run_1/placement.png
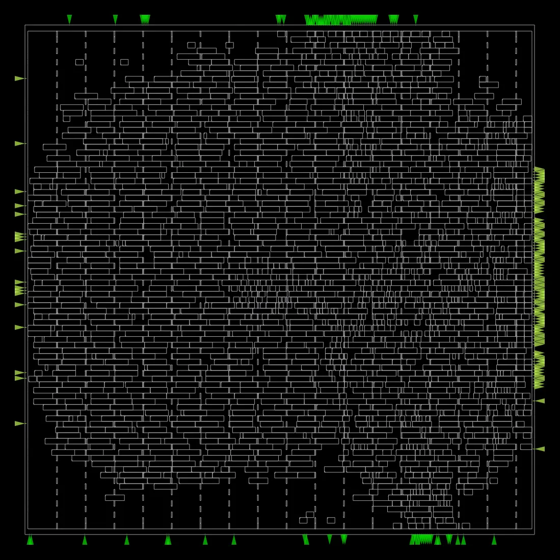
run_1/metal_density.png
The die is cut into 25 by 25 equal tiles; black is low, pale yellow is high, scaled to the fullest tile. Values are wire area over tile area, all layers added.
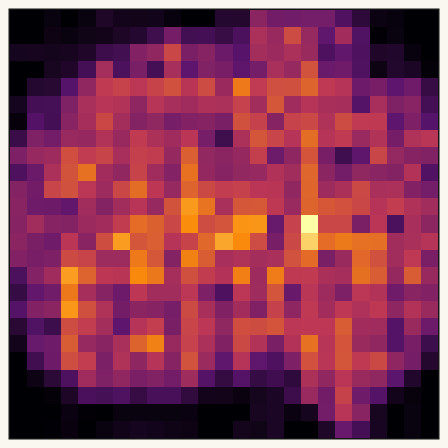
run_1/io_fan.png
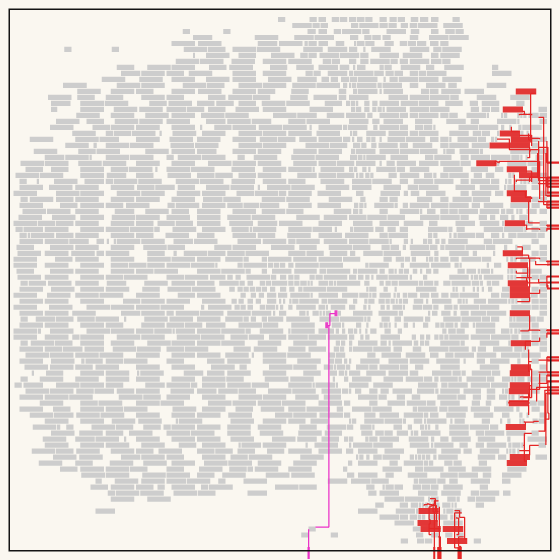
--- src/rtl/spi_bridge_mailbox.sv ---
// Register slave behind the SPI bridge: ID, control/status, scratch registers and a
// two-way mailbox to the fabric (inbound word FIFO, single outbound word register).
module spi_bridge_mailbox #(
    parameter int          RX_DEPTH_LOG2 = 4,
    parameter logic [31:0] ID_VALUE      = 32'h1D70_0001
) (
    input  logic        clk,
    input  logic        nreset,
    input  logic        avallon_read,
    input  logic        avallon_write,
    input  logic [31:0] address,
    input  logic [3:0]  byte_enable,
    input  logic [31:0] write_data_to_avallon,
    output logic [31:0] read_data_from_avallon,
    output logic        acknowledge,
    input  logic        rx_valid,
    input  logic [31:0] rx_data,
    output logic        rx_ready,
    output logic        tx_valid,
    output logic [31:0] tx_data,
    input  logic        tx_ready,
    output logic        uc_interrupt,
    output logic [1:0]  fsm_state
);

    localparam int               DEPTH      = 1 << RX_DEPTH_LOG2;
    localparam int               CNT_W      = RX_DEPTH_LOG2 + 1;
    localparam logic [CNT_W-1:0] FULL_COUNT = CNT_W'(DEPTH);

    localparam logic [3:0] OFF_ID       = 4'd0;
    localparam logic [3:0] OFF_STATUS   = 4'd1;
    localparam logic [3:0] OFF_CTRL     = 4'd2;
    localparam logic [3:0] OFF_RX       = 4'd3;
    localparam logic [3:0] OFF_TX       = 4'd4;
    localparam logic [3:0] OFF_SCRATCH0 = 4'd5;
    localparam logic [3:0] OFF_SCRATCH3 = 4'd8;

    // Bus handshake: the master holds read or write (plus address/data) until it sees
    // the single-cycle acknowledge, then must drop both before the next request is taken.
    // Outbound: a word moves on a cycle where tx_valid & tx_ready. Inbound: likewise with rx_*.
    typedef enum logic [1:0] {
        IDLE    = 2'd0,
        EXEC    = 2'd1,
        ACK     = 2'd2,
        RELEASE = 2'd3
    } state_t;

    state_t state, state_nxt;

    logic        req_rd, req_wr;
    logic [31:0] req_addr, req_wdata;
    logic [3:0]  req_be;
    logic [31:0] rdata_q, rdata_nxt;

    logic        irq_enable;
    logic [31:0] scratch [4];
    logic        rx_underflow, err, tx_overrun;

    logic [31:0]              rx_mem [DEPTH];
    logic [RX_DEPTH_LOG2-1:0] wr_ptr, rd_ptr;
    logic [CNT_W-1:0]         rx_count;
    logic                     rx_not_empty, rx_full;

    logic unused_addr_bits;
    assign unused_addr_bits = ^address[1:0];

    always_ff @(posedge clk or negedge nreset) begin
        if (!nreset) state <= IDLE;
        else         state <= state_nxt;
    end

    always_comb begin
        state_nxt = state;
        case (state)
            IDLE:    if (avallon_read || avallon_write) state_nxt = EXEC;
            EXEC:    state_nxt = ACK;
            ACK:     state_nxt = RELEASE;
            RELEASE: if (!avallon_read && !avallon_write) state_nxt = IDLE;
            default: state_nxt = IDLE;
        endcase
    end

    always_comb begin
        acknowledge            = (state == ACK);
        read_data_from_avallon = (state == ACK) ? rdata_q : 32'd0;
        fsm_state              = state;
    end

    always_ff @(posedge clk or negedge nreset) begin
        if (!nreset) begin
            req_rd    <= 1'b0;
            req_wr    <= 1'b0;
            req_addr  <= 32'd0;
            req_be    <= 4'd0;
            req_wdata <= 32'd0;
        end else if (state == IDLE && (avallon_read || avallon_write)) begin
            req_rd    <= avallon_read;
            req_wr    <= avallon_write;
            req_addr  <= address;
            req_be    <= byte_enable;
            req_wdata <= write_data_to_avallon;
        end
    end

    logic       exec, addr_ok, off_ok, acc_rd, acc_wr, bad_access;
    logic [3:0] off;
    logic [1:0] scr_idx;
    logic       rx_pop, rx_push, rx_under_set, rx_flush, sticky_clear, ctrl_wr;
    logic       tx_wr, tx_drop, tx_load, scr_wr;

    assign exec       = (state == EXEC);
    assign off        = req_addr[5:2];
    assign addr_ok    = (req_addr[31:6] == 26'd0);
    assign off_ok     = (off <= OFF_SCRATCH3);
    assign acc_rd     = exec & req_rd & ~req_wr & addr_ok & off_ok;
    assign acc_wr     = exec & req_wr & ~req_rd & addr_ok & off_ok;
    assign bad_access = exec & ((req_rd & req_wr) | ~addr_ok | ~off_ok);
    assign scr_idx    = 2'(off - OFF_SCRATCH0);

    assign rx_not_empty = (rx_count != '0);
    assign rx_full      = (rx_count == FULL_COUNT);
    assign rx_ready     = ~rx_full;

    assign rx_pop       = acc_rd & (off == OFF_RX) & rx_not_empty;
    assign rx_under_set = acc_rd & (off == OFF_RX) & ~rx_not_empty;
    assign ctrl_wr      = acc_wr & (off == OFF_CTRL) & req_be[0];
    assign rx_flush     = ctrl_wr & req_wdata[1];
    assign sticky_clear = ctrl_wr & req_wdata[2];
    assign tx_wr        = acc_wr & (off == OFF_TX);
    assign tx_drop      = tx_wr & tx_valid & ~tx_ready;
    assign tx_load      = tx_wr & ~tx_drop;
    assign scr_wr       = acc_wr & (off >= OFF_SCRATCH0);
    // A flush in the same cycle wins over an incoming fabric word.
    assign rx_push      = rx_valid & rx_ready & ~rx_flush;

    logic [31:0] tx_word;
    always_comb begin
        for (int i = 0; i < 4; i++)
            tx_word[8*i +: 8] = req_be[i] ? req_wdata[8*i +: 8] : 8'h00;
    end

    logic [31:0] status;
    logic [7:0]  count8;
    assign count8 = 8'(rx_count);
    assign status = {12'd0, tx_overrun, err, rx_underflow, tx_valid,
                     count8, 6'd0, rx_full, rx_not_empty};

    always_comb begin
        rdata_nxt = 32'd0;
        if (acc_rd) begin
            case (off)
                OFF_ID:     rdata_nxt = ID_VALUE;
                OFF_STATUS: rdata_nxt = status;
                OFF_CTRL:   rdata_nxt = {31'd0, irq_enable};
                OFF_RX:     rdata_nxt = rx_not_empty ? rx_mem[rd_ptr] : 32'd0;
                OFF_TX:     rdata_nxt = 32'd0;
                default:    rdata_nxt = scratch[scr_idx];
            endcase
        end
    end

    always_ff @(posedge clk or negedge nreset) begin
        if (!nreset)   rdata_q <= 32'd0;
        else if (exec) rdata_q <= rdata_nxt;
    end

    always_ff @(posedge clk) begin
        if (rx_push) rx_mem[wr_ptr] <= rx_data;
    end

    always_ff @(posedge clk or negedge nreset) begin
        if (!nreset) begin
            wr_ptr   <= '0;
            rd_ptr   <= '0;
            rx_count <= '0;
        end else if (rx_flush) begin
            wr_ptr   <= '0;
            rd_ptr   <= '0;
            rx_count <= '0;
        end else begin
            if (rx_push) wr_ptr <= wr_ptr + 1'b1;
            if (rx_pop)  rd_ptr <= rd_ptr + 1'b1;
            case ({rx_push, rx_pop})
                2'b10:   rx_count <= rx_count + 1'b1;
                2'b01:   rx_count <= rx_count - 1'b1;
                default: rx_count <= rx_count;
            endcase
        end
    end

    always_ff @(posedge clk or negedge nreset) begin
        if (!nreset) begin
            irq_enable   <= 1'b0;
            rx_underflow <= 1'b0;
            err          <= 1'b0;
            tx_overrun   <= 1'b0;
            uc_interrupt <= 1'b0;
            tx_valid     <= 1'b0;
            tx_data      <= 32'd0;
            for (int i = 0; i < 4; i++) scratch[i] <= 32'd0;
        end else begin
            uc_interrupt <= irq_enable & rx_not_empty;
            if (ctrl_wr) irq_enable <= req_wdata[0];
            if (sticky_clear) begin
                rx_underflow <= 1'b0;
                err          <= 1'b0;
                tx_overrun   <= 1'b0;
            end else begin
                if (rx_under_set) rx_underflow <= 1'b1;
                if (bad_access)   err          <= 1'b1;
                if (tx_drop)      tx_overrun   <= 1'b1;
            end
            // A load in the same cycle as a fabric accept keeps the slot occupied.
            if (tx_load) begin
                tx_data  <= tx_word;
                tx_valid <= 1'b1;
            end else if (tx_valid && tx_ready) begin
                tx_valid <= 1'b0;
            end
            if (scr_wr) begin
                for (int i = 0; i < 4; i++)
                    if (req_be[i]) scratch[scr_idx][8*i +: 8] <= req_wdata[8*i +: 8];
            end
        end
    end

endmodule

--- config.mk ---
export PLATFORM = sky130hd
export DESIGN_NAME = spi_bridge_mailbox
export DESIGN_NICKNAME = d
export VERILOG_FILES = /design/src/rtl/spi_bridge_mailbox.sv
export SDC_FILE = /design/constraint.sdc
export NUM_CORES = 1
export LEC_CHECK = 0
export CAP_MARGIN = 30
export CORE_UTILIZATION = 54
export CTS_CLUSTER_DIAMETER = 60
export DETAILED_ROUTE_END_ITERATION = 10
export PLACE_DENSITY = 0.78
export SLEW_MARGIN = 20
export SYNTH_ARGS = -nofsm -noshare
export SYNTH_HDL_FRONTEND = slang
export SYNTH_SLANG_ARGS = --single-unit
--- constraint.sdc ---
create_clock -name clk -period 4 [get_ports clk]
set_clock_uncertainty 0.2 [all_clocks]
set_input_delay 0.8 -clock clk [delete_from_list [all_inputs] [get_ports clk]]
set_output_delay 0.8 -clock clk [all_outputs]
set_load 0.005 [all_outputs]
==> results.toml, run 1 <==
# yosys + openroad results
[global_routing]
grt_pass1_wl_um = 110000
antenna_found_initial = 0
busiest_layer = "met2"
grt_use_met3_pct = 4.73
met2_usage_pct = 41.1
grt_remaining_overflow = 0

[layout]
nClkBuffers = 112
antennaDiodeCount = 0
fillCellCount = 3860
seq_share_pct = 60.1
comb_share_pct = 24.1
seq_area_sq_um = 22400
drive_gt1_share_pct = 24.6
lay_top_count = "edfxtp_1"

[critical_path]
path_cells = "inv_1 -> ha_1 -> nor2b_1 -> o2111ai_2 -> nor2_2 -> and3_1 -> nor4b_1 -> and2_2 -> buf_12"
rr_worst_depth = 9
rr_startpoint = "req_addr[3]"
cp_slowest_cell = "nor4b_1"
end_kind = "register"
crit_path_start = "req_addr[3]"

[floorplanning]
core_sq_um = 58000
initCoreUtil_pct = 55.0
die_width_um = 245
io_pins = 176
die_h_um = 245

[flow_run]
openroad.warnings = 42
drv_cap = 0

[clock_tree]
clk_latency_ps = 620
cts-root-buf = "clkbuf_16"
h-tree-depth = 3
cts-resized-gates = 0

[logic_synthesis]
yosys_warnings = 0
yosysTopAreaCell = "edfxtp_1"
synth_cell_types = 61
yosysTopAreaCellShare_pct = 48.2
edf_count = 512
synthTopCellsByArea = "edfxtp_1 48%, dfrtp_1 22%, mux4_2 14%, mux2_1 4.4%, mux2_2 2.5%"
ys_chip_area_sq_um = 31900
netlist_area_sq_um = 31900
synthAdderAreaFrac_pct = 0.706
mux_area_share_pct = 20.6

[worst_hold_path]
hold_class = "in -> async"

[routing]
antenna_left = 0
wl_per_cell_um = 26.5

[pwr]
p_clk_share_pct = 34.3
p_switching_uw = 5650
total_leakage_power_uw = 0.0137
p_clk_uw = 7130

[timing]
worst-slew-pin-transition_ps = 984
hold_slack_ps = 77.1
finalHoldViolations = 0
setup_viol = 0

[run_status]
status = "completed"
Notes on placement.png above:
Seq cells: 793
row count: 88
Non-Filler Instances: 2,749
Finished Core Util: 64.3%
Tap Count: 765

Notes on metal_density.png above:
nearly empty tiles: 7.2%
fullest tile: 0.55
tiles over half the peak: 24%
mean over tiles: 0.19
densest ninth of the die: centre

Notes on io_fan.png above:
[magenta] `rx_valid` | bits: 1 | direction: input | edge: south | end cells: 2 | buffers: 1 | wire: 115 um
[red] `tx_data` | bits: 32 | direction: output | edge: 27 east, 5 south | end cells: 32 | buffers: 32 | wire: 845 um

[run 1: metal layers]
| metal | wire (um) | up-vias |
|---|---|---|
| met5 | 0 | - |
| met4 | 1970 | 0 |
| met3 | 4690 | 141 |
| met2 | 36600 | 666 |
| met1 | 29700 | 8879 |
| li1 | - | 7114 |
[run 1: logic make-up (layout without fill, tap and decap cells)]
group | after synthesis | count (layout)
flops | 793 | 793
fa+ha+maj | 18 | 18
simple gates | 217 | 217
compound gates | 141 | 141
buf+inv | 128 | 416
mux | 391 | 391
xor+xnor | 8 | 8
[run 1: Yosys cell counts (18+ instances only)]
master and number:
and2_1 55, clkbuf_1 54, dfrtp_1 281, edfxtp_1 512
ha_1 18, inv_1 41, mux2_1 124, mux2_2 72
mux4_2 192, nand2_1 82, nor2_1 23, o21ai_0 53
o22ai_1 32
run_1/flops_by_reg.png
Other sequential cells in the stronger grey, the rest of the logic in the fainter grey.
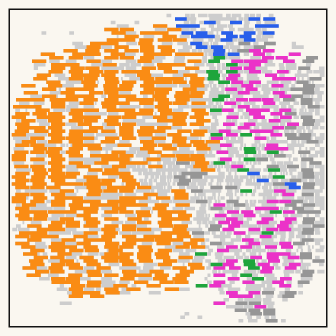

==> run 2, diff against run 1 <==
--- a/config.mk
+++ b/config.mk
@@ -6,10 +6,11 @@
 export NUM_CORES = 1
 export LEC_CHECK = 0
 export CAP_MARGIN = 30
-export CORE_UTILIZATION = 54
+export CORE_UTILIZATION = 55
+export CTS_BUF_LIST = sky130_fd_sc_hd__clkbuf_8
 export CTS_CLUSTER_DIAMETER = 60
 export DETAILED_ROUTE_END_ITERATION = 10
-export PLACE_DENSITY = 0.78
+export PLACE_DENSITY = 0.77
 export SLEW_MARGIN = 20
 export SYNTH_ARGS = -nofsm -noshare
 export SYNTH_HDL_FRONTEND = slang
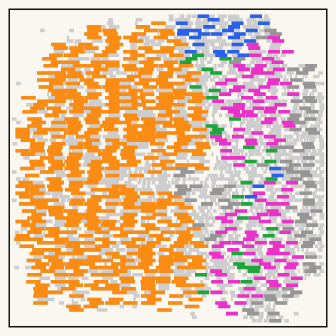
run_2/flops_by_reg.png
Other sequential cells in the stronger grey, the rest of the logic in the fainter grey.
[green] `rdata_q` | placed flops: 32 | where: a column on the right
[orange] `rx_mem` | placed flops: 512
[blue] `req_addr` | placed flops: 30
[magenta] `scratch` | placed flops: 128 | where: a column on the right

==> results.toml, run 2 <==
# yosys + openroad results
[run_status]
status = "completed"

[logic_synthesis]
synthTopCellsByArea = "edfxtp_1 48%, dfrtp_1 22%, mux4_2 14%, mux2_1 4.4%, mux2_2 2.5%"
netlist_area_sq_um = 31900
yosys_warnings = 0
yosys-top-cells-count = "512 x edfxtp_1, 281 x dfrtp_1, 192 x mux4_2"
edf_count = 512
synthAdderAreaFrac_pct = 0.706
yosysTopAreaCellShare_pct = 48.2
synth_cell_types = 61
ys_chip_area_sq_um = 31900
most_common_cell = "edfxtp_1"

[flow_run]
openroad.warnings = 43

[layout]
lay_top_count = "edfxtp_1"
fillCellCount = 3812
drive_gt1_share_pct = 26.8
nClkBuffers = 141
utilization_pct = 65.6
comb_share_pct = 24.2
antennaDiodeCount = 1
clk_share_pct = 6.18
seq_share_pct = 60.1
seq_area_sq_um = 22400
ff_count = 793

[floorplanning]
initCoreUtil_pct = 56.1
die_width_um = 243
die_h_um = 243
chipArea_sq_um = 59000
core_sq_um = 56800
nWellTaps = 756
io_pins = 176
rows = 87

[routing]
top_layer_used = "met5"
route.met2.wl_um = 34200
antenna_left = 0
dr_wl_met3_um = 4660
m1WireLength_um = 29500

[global_routing]
antenna_found_initial = 3
grt_remaining_overflow = 0

[clock_tree]
h-tree-depth = 4
cts-root-buf = "clkbuf_8"
cts-resized-gates = 0

[pwr]
p_clk_uw = 6320
p_clk_share_pct = 31.6
total_leakage_power_uw = 0.0138
p_switching_uw = 5660

[critical_path]
critPathKind = "reg -> reg"
path_cells = "inv_1 -> ha_1 -> nor2b_1 -> o2111ai_2 -> nor2_2 -> and3_1 -> nor4b_1 -> and2_2 -> buf_4"
rr_worst_depth = 9
cp_slowest_cell = "and2_2"
rr_startpoint = "req_addr[3]"

[worst_hold_path]
holdPathStages = 2
hold_class = "reg -> reg"

[timing]
finalHoldViolations = 0
setup_viol = 0

[placed_design]
dp_hpwl_um = 44300
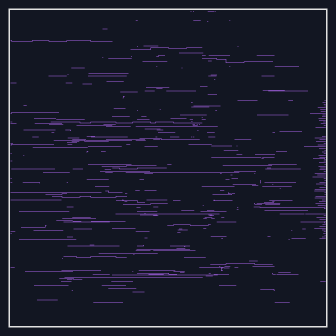
run_2/layer_met3.png
main direction: horizontal
longest straight run: 106 um
wire length on this layer: 4,660 um
share of all routed wire: 6.7%
nets with wire on the layer: 251

run 2: through the flow:
step                cells  power (uW)  hold slack [ps]  setup WS (ps)
floorplan            1696       12300              259           55.5
global placement     2604       13600              261            393
detailed placement   2604       13800              269            412
CTS                  2826       20100              269            289
global route         2826       20800              299            116
finish               2827       20000              275            338
run 2: worst register-to-register path, cell delays in order (launching register included):
cell and delay, ps:
dfrtp_1 430, inv_1 130, ha_1 280, nor2b_1 180, o2111ai_2 360, nor2_2 120
and3_1 250, nor4b_1 500, and2_2 630, buf_4 270
run 2: per-layer routing:
| metal | GRT usage [%] | up-vias |
|---|---|---|
| met5 | 0 | - |
| met4 | 8.36 | 4 |
| met3 | 6.08 | 123 |
| met2 | 38.6 | 614 |
| met1 | 34.4 | 8814 |
| li1 | - | 7260 |
No activity file was given, so power comes from the tool's default toggle rates.
